File: src/rtl/uart_rx_param.sv
// Parametrised oversampling UART receiver: 2-flop sync, 2-of-3 mid-bit vote, break recovery.
// Defining UART_RX_PARITY_EN adds a parity bit check (PARITY_ODD selects odd parity).
module uart_rx_param #(
    parameter int DATA_BITS       = 8,
    parameter int OVS             = 16,
    parameter int STOP_BITS       = 1,
    parameter int CLKS_PER_SAMPLE = 1
`ifdef UART_RX_PARITY_EN
    ,
    parameter bit PARITY_ODD      = 1'b0
`endif
) (
    input  logic                 clk,
    input  logic                 rst,
    input  logic                 rx,
    output logic [DATA_BITS-1:0] data,
    output logic                 data_valid,
    input  logic                 data_ready,
    output logic                 frame_err,
    output logic                 parity_err,
    output logic                 overrun,
    output logic                 busy
);
    localparam int SW = $clog2(OVS);
    localparam int PW = (CLKS_PER_SAMPLE > 1) ? $clog2(CLKS_PER_SAMPLE) : 1;
    localparam int BW = $clog2(DATA_BITS);

    localparam logic [SW-1:0] SMP_LAST = SW'(OVS - 1);
    localparam logic [SW-1:0] SMP_V0   = SW'(OVS / 2 - 1);
    localparam logic [SW-1:0] SMP_V1   = SW'(OVS / 2);
    localparam logic [SW-1:0] SMP_V2   = SW'(OVS / 2 + 1);
    localparam logic [PW-1:0] PRE_LAST = PW'(CLKS_PER_SAMPLE - 1);
    localparam logic [BW-1:0] BIT_LAST = BW'(DATA_BITS - 1);
    localparam logic          STP_LAST = 1'(STOP_BITS - 1);

    localparam logic [2:0] S_IDLE   = 3'd0;
    localparam logic [2:0] S_START  = 3'd1;
    localparam logic [2:0] S_DATA   = 3'd2;
`ifdef UART_RX_PARITY_EN
    localparam logic [2:0] S_PARITY = 3'd3;
`endif
    localparam logic [2:0] S_STOP   = 3'd4;
    localparam logic [2:0] S_BREAK  = 3'd5;

    logic                 rx_meta_q, rx_s_q;
    logic [2:0]           state_q, state_d;
    logic [PW-1:0]        pre_q, pre_d;
    logic [SW-1:0]        smp_q, smp_d;
    logic [2:0]           vote_q, vote_d;
    logic [DATA_BITS-1:0] shift_q, shift_d;
    logic [BW-1:0]        bit_q, bit_d;
    logic                 stop_q, stop_d;
    logic [DATA_BITS-1:0] data_q, data_d;
    logic                 valid_q, valid_d;
    logic                 ferr_q, ferr_d;
    logic                 ovr_q, ovr_d;
    logic                 par_bad_q, par_bad_d;
    logic                 perr_q, perr_d;

    logic tick, eob, v2, vote, deliver;

    always_ff @(posedge clk or posedge rst) begin
        if (rst) begin
            rx_meta_q <= 1'b1;
            rx_s_q    <= 1'b1;
        end else begin
            rx_meta_q <= rx;
            rx_s_q    <= rx_meta_q;
        end
    end

    assign tick = (pre_q == PRE_LAST);
    assign eob  = tick && (smp_q == SMP_LAST);
    // With OVS=4 the third vote sample lands on the end-of-bit tick itself.
    assign v2   = (smp_q == SMP_V2) ? rx_s_q : vote_q[2];
    assign vote = (vote_q[0] & vote_q[1]) | (vote_q[0] & v2) | (vote_q[1] & v2);

    always_comb begin
        state_d   = state_q;
        pre_d     = tick ? '0 : pre_q + 1'b1;
        smp_d     = smp_q;
        vote_d    = vote_q;
        shift_d   = shift_q;
        bit_d     = bit_q;
        stop_d    = stop_q;
        par_bad_d = par_bad_q;
        deliver   = 1'b0;
        ferr_d    = 1'b0;
        if (state_q == S_IDLE) begin
            smp_d = '0;
            bit_d = '0;
            stop_d = 1'b0;
            if (!rx_s_q) begin
                state_d = S_START;
                pre_d   = '0;
            end
        end else if (state_q == S_BREAK) begin
            if (rx_s_q) state_d = S_IDLE;
        end else if (tick) begin
            smp_d = eob ? '0 : smp_q + 1'b1;
            if (smp_q == SMP_V0) vote_d[0] = rx_s_q;
            if (smp_q == SMP_V1) vote_d[1] = rx_s_q;
            if (smp_q == SMP_V2) vote_d[2] = rx_s_q;
            if (eob) begin
                case (state_q)
                    S_START: state_d = vote ? S_IDLE : S_DATA;
                    S_DATA: begin
                        shift_d = {vote, shift_q[DATA_BITS-1:1]};
                        bit_d   = bit_q + 1'b1;
                        if (bit_q == BIT_LAST) begin
`ifdef UART_RX_PARITY_EN
                            state_d = S_PARITY;
`else
                            state_d = S_STOP;
`endif
                        end
                    end
`ifdef UART_RX_PARITY_EN
                    S_PARITY: begin
                        par_bad_d = vote != ((^shift_q) ^ PARITY_ODD);
                        state_d   = S_STOP;
                    end
`endif
                    S_STOP: begin
                        if (!vote) begin
                            ferr_d  = 1'b1;
                            state_d = S_BREAK;
                        end else if (stop_q == STP_LAST) begin
                            deliver = 1'b1;
                            state_d = S_IDLE;
                        end else begin
                            stop_d = 1'b1;
                        end
                    end
                    default: state_d = S_IDLE;
                endcase
            end
        end
    end

    always_comb begin
        data_d  = data_q;
        valid_d = valid_q & ~data_ready;
        ovr_d   = 1'b0;
        perr_d  = 1'b0;
        if (deliver) begin
            if (!valid_q || data_ready) begin
                data_d  = shift_q;
                valid_d = 1'b1;
                perr_d  = par_bad_q;
            end else begin
                ovr_d = 1'b1;
            end
        end
    end

    always_ff @(posedge clk or posedge rst) begin
        if (rst) begin
            state_q   <= S_IDLE;
            pre_q     <= '0;
            smp_q     <= '0;
            vote_q    <= '0;
            shift_q   <= '0;
            bit_q     <= '0;
            stop_q    <= 1'b0;
            par_bad_q <= 1'b0;
            data_q    <= '0;
            valid_q   <= 1'b0;
            ferr_q    <= 1'b0;
            ovr_q     <= 1'b0;
            perr_q    <= 1'b0;
        end else begin
            state_q   <= state_d;
            pre_q     <= pre_d;
            smp_q     <= smp_d;
            vote_q    <= vote_d;
            shift_q   <= shift_d;
            bit_q     <= bit_d;
            stop_q    <= stop_d;
            par_bad_q <= par_bad_d;
            data_q    <= data_d;
            valid_q   <= valid_d;
            ferr_q    <= ferr_d;
            ovr_q     <= ovr_d;
            perr_q    <= perr_d;
        end
    end

    assign data       = data_q;
    assign data_valid = valid_q;
    assign frame_err  = ferr_q;
    assign overrun    = ovr_q;
    assign busy       = (state_q != S_IDLE);
`ifdef UART_RX_PARITY_EN
    assign parity_err = perr_q;
`else
    assign parity_err = 1'b0;
`endif

endmodule

File: config.mk
export PLATFORM = sky130hd
export DESIGN_NAME = uart_rx_param
export DESIGN_NICKNAME = d
export VERILOG_FILES = /design/src/rtl/uart_rx_param.sv
export SDC_FILE = /design/constraint.sdc
export NUM_CORES = 1
export LEC_CHECK = 0
export ABC_AREA = 1
export CORE_MARGIN = 2
export CORE_UTILIZATION = 35
export CTS_CLUSTER_SIZE = 12
export DETAILED_ROUTE_END_ITERATION = 10
export GPL_ROUTABILITY_DRIVEN = 1
export PLACE_DENSITY = 0.6
export REMOVE_ABC_BUFFERS = 1
export SKIP_CTS_REPAIR_TIMING = 1
export SYNTH_ARGS = -nofsm -noshare
export SYNTH_HDL_FRONTEND = slang
export SYNTH_SLANG_ARGS = --single-unit
export TNS_END_PERCENT = 50
File: constraint.sdc
create_clock -name clk -period 2 [get_ports clk]
set_input_delay 0.3 -clock clk [delete_from_list [all_inputs] [get_ports clk]]
set_output_delay 0.3 -clock clk [all_outputs]
set_load 0.02 [all_outputs]
==> metrics.csv, run 1 <==
metric,value,unit
critical path required time,1.70,ns
Met3 Wirelength,121,um
placer congestion estimate,0.818,
Leak,0.969,nW
Fillers,435,
status,"complete, no violations",
total gr overflow,0,
mapped cell area,1560,um2
VDD IR max,0.547,mV
Post-Route Skew,0.00638,ns
Synth-to-Final Area Change,24.7,%
# DRC,0,
drt initial violations,83,
Comb power frac,25.2,%
htree depth,2,
CP Launch Type,flop,
uppermost layer routed,met4,
largest net degree at the start of global routing,15,
max-slew violation count,0,
syn avg cell area,9.04,um2
Final Hold Viols,0,
wire length on met1,1400,um
Max stage delay on crit path,0.62,ns
number of global-route vias before repair,1071,
Comb area,604,um2
FP Rows,24,
final worst-path cycle share,93.4,%
CP Capture Type,primary output,
unrepaired setup endpoints after global routing,false,
worst r2r dst,shift_q[2],
FF/Latch Area,853,um2
clock buffer depth,2,
Fmax,535,MHz
clock root buffer,clkbuf_8,
"critical path, cell by cell",inv_1 -> nand3_1 -> clkdlybuf4s50_1,
Cell Pwr Density,1130,nW/um2
Post-synth top flop,dfrtp_1,
flip-flops with a built-in enable,0,
sequential area share after synthesis,54.9,%
clk_lat worst skew,0.28,ns
maximum fanout along the worst path,5,
critical path class,reg2out,
"Chip Area, Yosys",1560,um2
Min Hold Slack,0.310,ns
share of post-route cells with drive strength above 1,11.6,%
-- run 1: power by group through the flow --
stage	Clock (mW)	Combinational, mW	Sequential (mW)
finish	0.772	0.552	0.861
global route	0.828	0.628	0.876
CTS	0.797	0.554	0.859
detailed placement	0	0.550	0.869
global placement	0	0.542	0.869
floorplan	0	0.433	0.849
-- run 1: cells in the mapped netlist (2+ instances only) --
cell type / instances / area, um2
a22o_1: 2 / 17.5
buf_4: 2 / 15.0
dfrtp_1: 32 / 801
dfstp_2: 2 / 52.6
ha_1: 5 / 62.6
inv_1: 20 / 75.1
nand2_1: 49 / 184
nand3_1: 11 / 55.1
nand4_1: 11 / 68.8
nor2_1: 9 / 33.8
o21ai_0: 14 / 70.1
-- run 1: through the flow --
step                instance area [um2]  util [%]  cells
floorplan                          1540         -    169
global placement                   1800      41.6    242
detailed placement                 1800      41.6    242
CTS                                1940      44.8    250
global route                       1940      44.8    250
finish                             1940      44.8    250
-- run 1: placed cells by master, fill, tap and decap left out, types with 2 or more instances in the layout --
| cell | netlist | routed |
|---|---|---|
| a22o_1 | 2 | 2 |
| dfstp_2 | 2 | 2 |
| ha_1 | 5 | 5 |
| nand3_1 | 11 | 11 |
| clkdlybuf4s50_1 | 0 | 15 |
| dfrtp_1 | 32 | 32 |
| clkbuf_8 | 0 | 6 |
| nand4_1 | 11 | 11 |
| inv_1 | 20 | 20 |
| nor2_1 | 9 | 9 |
| bufinv_16 | 0 | 2 |
| buf_4 | 2 | 6 |
| o21ai_0 | 14 | 14 |
| nand2_1 | 49 | 49 |
-- run 1: flip-flops by register name, summed over array words and instances, names as in the netlist --
name / cells
rx_meta_q: 1
state_q: 3
overrun: 1
vote_q: 3
frame_err: 1
shift_q: 8
data: 8
smp_q: 4
bit_q: 3
rx_s_q: 1
data_valid: 1
-- run 1: critical path, delay by kind of cell, from the launching register on --
family                 cells  cell delay, ns
DFF                        1            0.40
and+or+nand+nor            1            0.15
buffers and inverters      2            0.73
-- run 1: routing by layer --
metal	vias up	global-route usage, %
met5	-	0
met4	0	7.55
met3	5	2.99
met2	21	16.9
met1	524	18.2
li1	618	-
-- run 1: worst min path at each step --
stage / cells past startpoint / end / slack (ns) / from
2_1_floorplan: 0 / rx_meta_q / 0.30 / rx
3_3_place_gp: 0 / rx_s_q / 0.35 / rx_meta_q
3_5_place_dp: 0 / rx_s_q / 0.35 / rx_meta_q
4_1_cts: 2 / bit_q[1] / 0.32 / rst
5_1_grt: 2 / bit_q[1] / 0.35 / rst
6_report: 2 / smp_q[1] / 0.31 / rst
-- run 1: cells by family (layout without fill, tap and decap cells) --
logic type                 count (synthesis)  in the layout  synth area share (%)
AOI/OAI and AO/OA                         19             19                  6.92
xor gates and xnor gates                   1              1                 0.563
adders and majority gates                  5              5                  4.02
buffers and inverters                     24             50                  6.27
DFF                                       34             34                  54.9
other                                      1              1                 0.241
and+or+nand+nor                           88             88                  27.1
-- run 1: area by class of cell --
class,count,area share [%]
Sequential cell,34,44.0
Multi-Input combinational cell,114,31.2
Timing Repair Buffer,21,10.1
Clock buffer,6,4.26
Inverter,21,4.06
Tap cell,52,3.35
Clock inverter,2,3.10
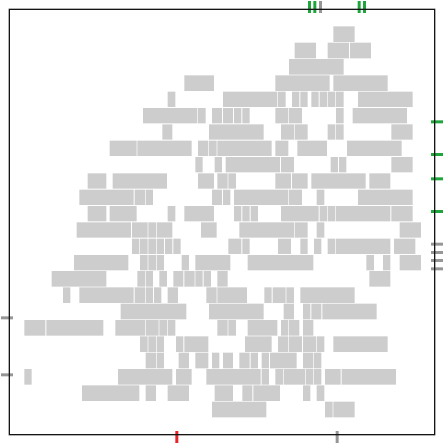
*Ports around the boundary, run 1*
Drawn at 6 px/um. Pins as bars across the die edge, other pins in gray.
[busy] red | pins: 1 | direction: output | edge: bottom
[data] green | pins: 8 | direction: output | edge: 4 top, 4 right
all pins by edge: 8 right, 5 top, 2 bottom, 2 left
width of the chip: 70.7 um
port bufs: 15
die height: 70.7 um

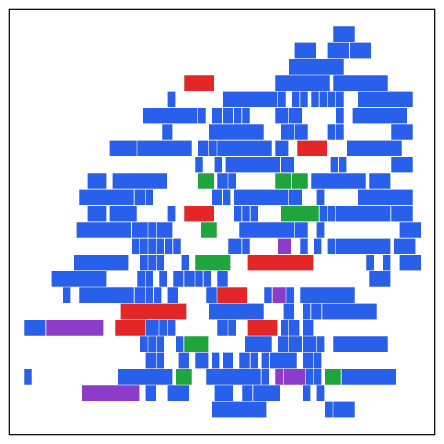
*Cell sizes after repair, run 1*
Drawn at 6 px/um.
[_2 cells] purple | cells: 6 | share: 3.0%
[_0 and _1 cells] blue | cells: 175 | share: 88%
[_6 and larger] red | cells: 8 | share: 4.0%
[_3 and _4 cells] green | cells: 9 | share: 4.5%
final setup margin: 0.132 ns
post-route cell area: 1940 um2

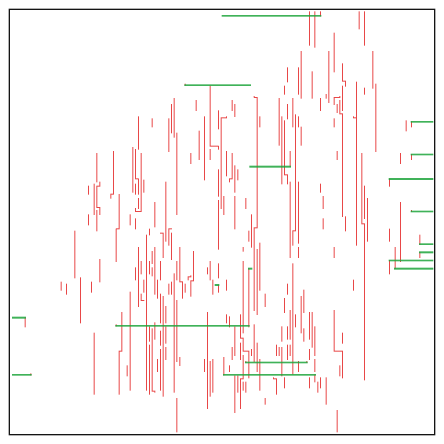
*Routed metal, one color a layer, run 1*
Drawn at 6 px/um. Two of the layers only.
[metal 3] green | wire length: 122 um
[metal 2] red | wire length: 1120 um
routed via count: 1168
drt wl/cell: 10.9 um
GRT Util Overall: 12.5%
final wirelength: 2720 um

### Placed standard cells, run 1

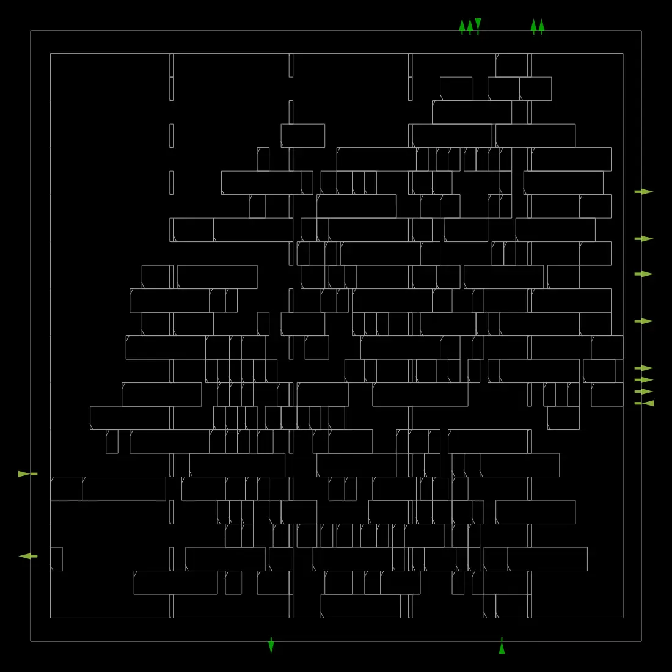

## Run 2: what changed since run 1
--- a/config.mk
+++ b/config.mk
@@ -6,6 +6,7 @@
 export NUM_CORES = 1
 export LEC_CHECK = 0
 export ABC_AREA = 1
+export CORE_ASPECT_RATIO = 0.75
 export CORE_MARGIN = 2
 export CORE_UTILIZATION = 35
 export CTS_CLUSTER_SIZE = 12
@@ -14,6 +15,7 @@
 export PLACE_DENSITY = 0.6
 export REMOVE_ABC_BUFFERS = 1
 export SKIP_CTS_REPAIR_TIMING = 1
+export SLEW_MARGIN = 25
 export SYNTH_ARGS = -nofsm -noshare
 export SYNTH_HDL_FRONTEND = slang
 export SYNTH_SLANG_ARGS = --single-unit
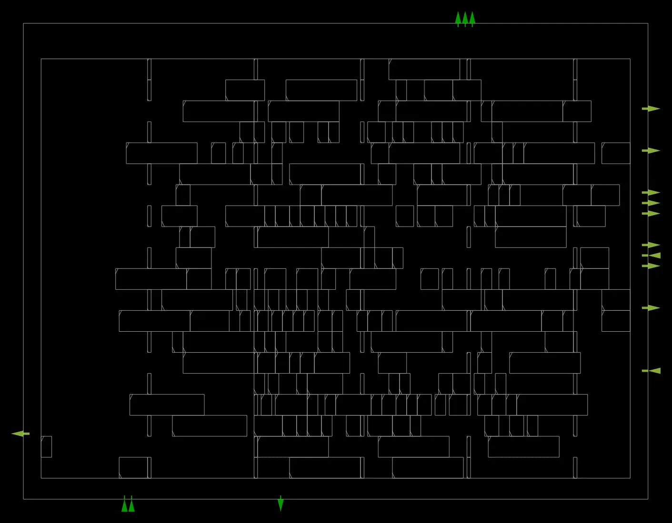
*Placed standard cells, run 2*
Final Non-Filler Cells: 250
Seq Cell Count: 34

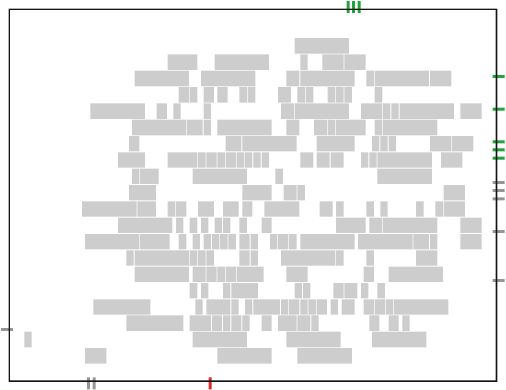
*Ports around the boundary, run 2*
Drawn at 6 px/um. Pins as bars across the die edge, other pins in gray.
width of the chip: 81.0 um
die height: 61.7 um

==> run 2 against run 1 <==
  * Sequential share of layout area is 1.7 points higher
  * Critical path type unchanged
  * Area after synthesis stayed put
  * Power is 13% lower
  * First-iteration DRC count is 51% higher
  * Hold slack better by 0.045 ns
==> metrics.csv, run 2 <==
metric,value,unit,change
status,"complete, no violations",,unchanged
leading area contributor after synthesis,dfrtp_1,,unchanged
FP Rows,20,,was 24
Clk network pwr share,25.8,%,was 35.3%
Post-Route Skew,0.00440,ns,was 0.00638 ns
Synth-to-Final Area Change,20.1,%,was 24.7%
VDD IR max,0.401,mV,was 0.547 mV
mux contribution to synthesized area,0,%,unchanged
Initial Util,37.4,%,was 36.0%
Fillers,411,,was 435
XOR/XNOR Area Share,0.563,%,unchanged
Sink Count,34,,unchanged
initial antenna violation count,0,,unchanged
CP Launch Type,flop,,unchanged
Compound-Gate Fraction of Synth Area,6.92,%,unchanged
Synth top area share,51.5,%,unchanged
number of global-route vias before repair,1169,,was 1071
die area,5000,um2,was 4990 um2
simple-gate area share of the yosys netlist,27.1,%,unchanged
"Chip Area, Yosys",1560,um2,unchanged
biggest area cells,"dfrtp_1 51%, nand2_1 12%, inv_1 4.8%, o21ai_0 4.5%, nand4_1 4.4%",,unchanged
drt initial violations,125,,was 83
sequential area share after synthesis,54.9,%,unchanged
DP Cell Count,242,,unchanged
Leak,0.928,nW,was 0.969 nW
uppermost layer routed,met4,,unchanged
Fmax,536,MHz,was 535 MHz
Final HPWL DP,2110,um,was 2060 um
port bufs,15,,unchanged
unrepaired setup endpoints after global routing,false,,unchanged
clk_lat worst skew,0.27,ns,was 0.28 ns
max-slew violation count,0,,unchanged
Post-synth ARST share,100,%,unchanged
final setup margin,0.136,ns,was 0.132 ns
Switching Share,34.8,%,was 31.7%
mapped cell area,1560,um2,unchanged
share of post-route cells with drive strength above 1,9.23,%,was 11.6%
flip-flops with a built-in enable,0,,unchanged
Final Hold Viols,0,,unchanged
Sum Neg Setup Slack,0,ns,unchanged
Met3 Wirelength,122,um,was 121 um
critical path required time,1.70,ns,about the same
Cell Pwr Density,1020,nW/um2,was 1130 nW/um2
most frequent cells in the layout,"49 x nand2_1, 32 x dfrtp_1, 20 x inv_1",,unchanged
Post-synth top flop,dfrtp_1,,unchanged
clock buffer depth,2,,unchanged
largest net degree at the start of global routing,35,,was 15
final worst-path cycle share,93.2,%,was 93.4%
comb area leader,simple AND/OR/NAND/NOR gates,,unchanged
most numerous logic cell after layout,nand2_1,,unchanged
Final min period,1.86,ns,was 1.87 ns
total gr overflow,0,,unchanged
wire length on met1,1440,um,was 1400 um
Seq pwr share,45.1,%,was 39.4%
CTS tree,yes,,unchanged
syn avg cell area,9.04,um2,unchanged
critical path class,reg2out,,unchanged
Gate Count Post-Synth,172,,unchanged
Synth top cells by count,"49 x nand2_1, 32 x dfrtp_1, 20 x inv_1, 14 x o21ai_0",,unchanged
Comb power frac,29.1,%,was 25.2%
# DRC,0,,unchanged
final core occ,45.0,%,was 44.8%
fa+ha+maj area frac,4.02,%,unchanged
maximum fanout along the worst path,5,,unchanged
CP Capture Type,primary output,,unchanged
most frequent cell after synthesis,nand2_1,,unchanged
Pint,1.24,mW,was 1.49 mW
htree depth,2,,unchanged
clock root buffer,clkbuf_8,,unchanged
placer congestion estimate,0.798,,was 0.818
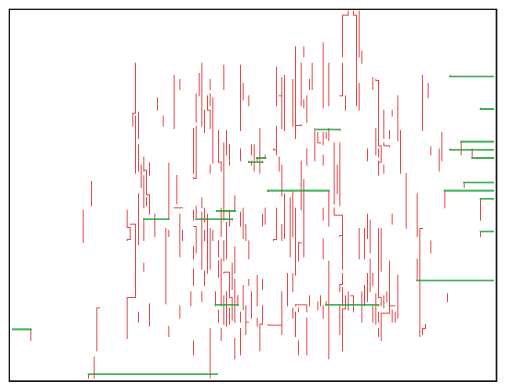
*Routed metal, one color a layer, run 2*
Drawn at 6 px/um. Two of the layers only.
final wirelength: 2720 um
GRT Util Overall: 13.7%
drt wl/cell: 10.9 um
routed via count: 1182

## run 2: logic make-up after synthesis
kind of cell / Yosys count
fa+ha+maj: 5
buf+inv: 24
flops: 34
compound gates: 19
simple gates: 88
other cells: 1
xor+xnor: 1
## run 2: worst max-delay path: stages, from the launching register on
cell and delay, ns:
dfrtp_1 0.41, inv_1 0.12, nand3_1 0.15, clkdlybuf4s50_1 0.62
## run 2: path summary, 6_finish.rpt
kind	startpoint	end	slack, ns	cells after the start
min in group asynchronous	rst	data_valid	0.42	3
min reg2reg	rx_meta_q	rx_s_q	0.36	0
max reg2reg	smp_q[1]	data[0]	0.37	9
max	state_q[2]	busy	0.14	3
max in group asynchronous	rst	rx_meta_q	1.25	3
min	rx_meta_q	rx_s_q	0.36	0
## run 2: final cells by class
class | count | area [um2] | area share (%)
multi-input combinational | 114 | 604 | 32.4
tap | 55 | 68.8 | 3.68
clock buffer | 8 | 90.1 | 4.82
sequential | 34 | 853 | 45.7
inverter | 21 | 78.8 | 4.22
timing repair buffer | 18 | 173 | 9.24
## run 2: power by group through the flow
stage	Sequential, mW	Combinational [mW]	Clock (mW)
after CTS	0.860	0.561	0.515
after floorplan	0.849	0.433	0
final	0.860	0.555	0.492
after global placement	0.864	0.548	0
after detailed placement	0.873	0.559	0
after global routing	0.874	0.654	0.563
## run 2: routing by layer
layer / track usage [%] / vias up
met5: 0 / -
met4: 6.54 / 0
met3: 3.61 / 4
met2: 20.1 / 28
met1: 19.2 / 547
li1: - / 603
## run 2: metrics by stage
step,total power [mW],hold slack [ns],area [um2]
2_1_floorplan,1.28,0.304,1540
3_3_place_gp,1.41,0.347,1780
3_5_place_dp,1.43,0.348,1780
4_1_cts,1.94,0.357,1870
5_1_grt,2.09,0.361,1870
6_report,1.91,0.355,1870
Power figures rest on the tool's default switching activity, not on a simulated workload.
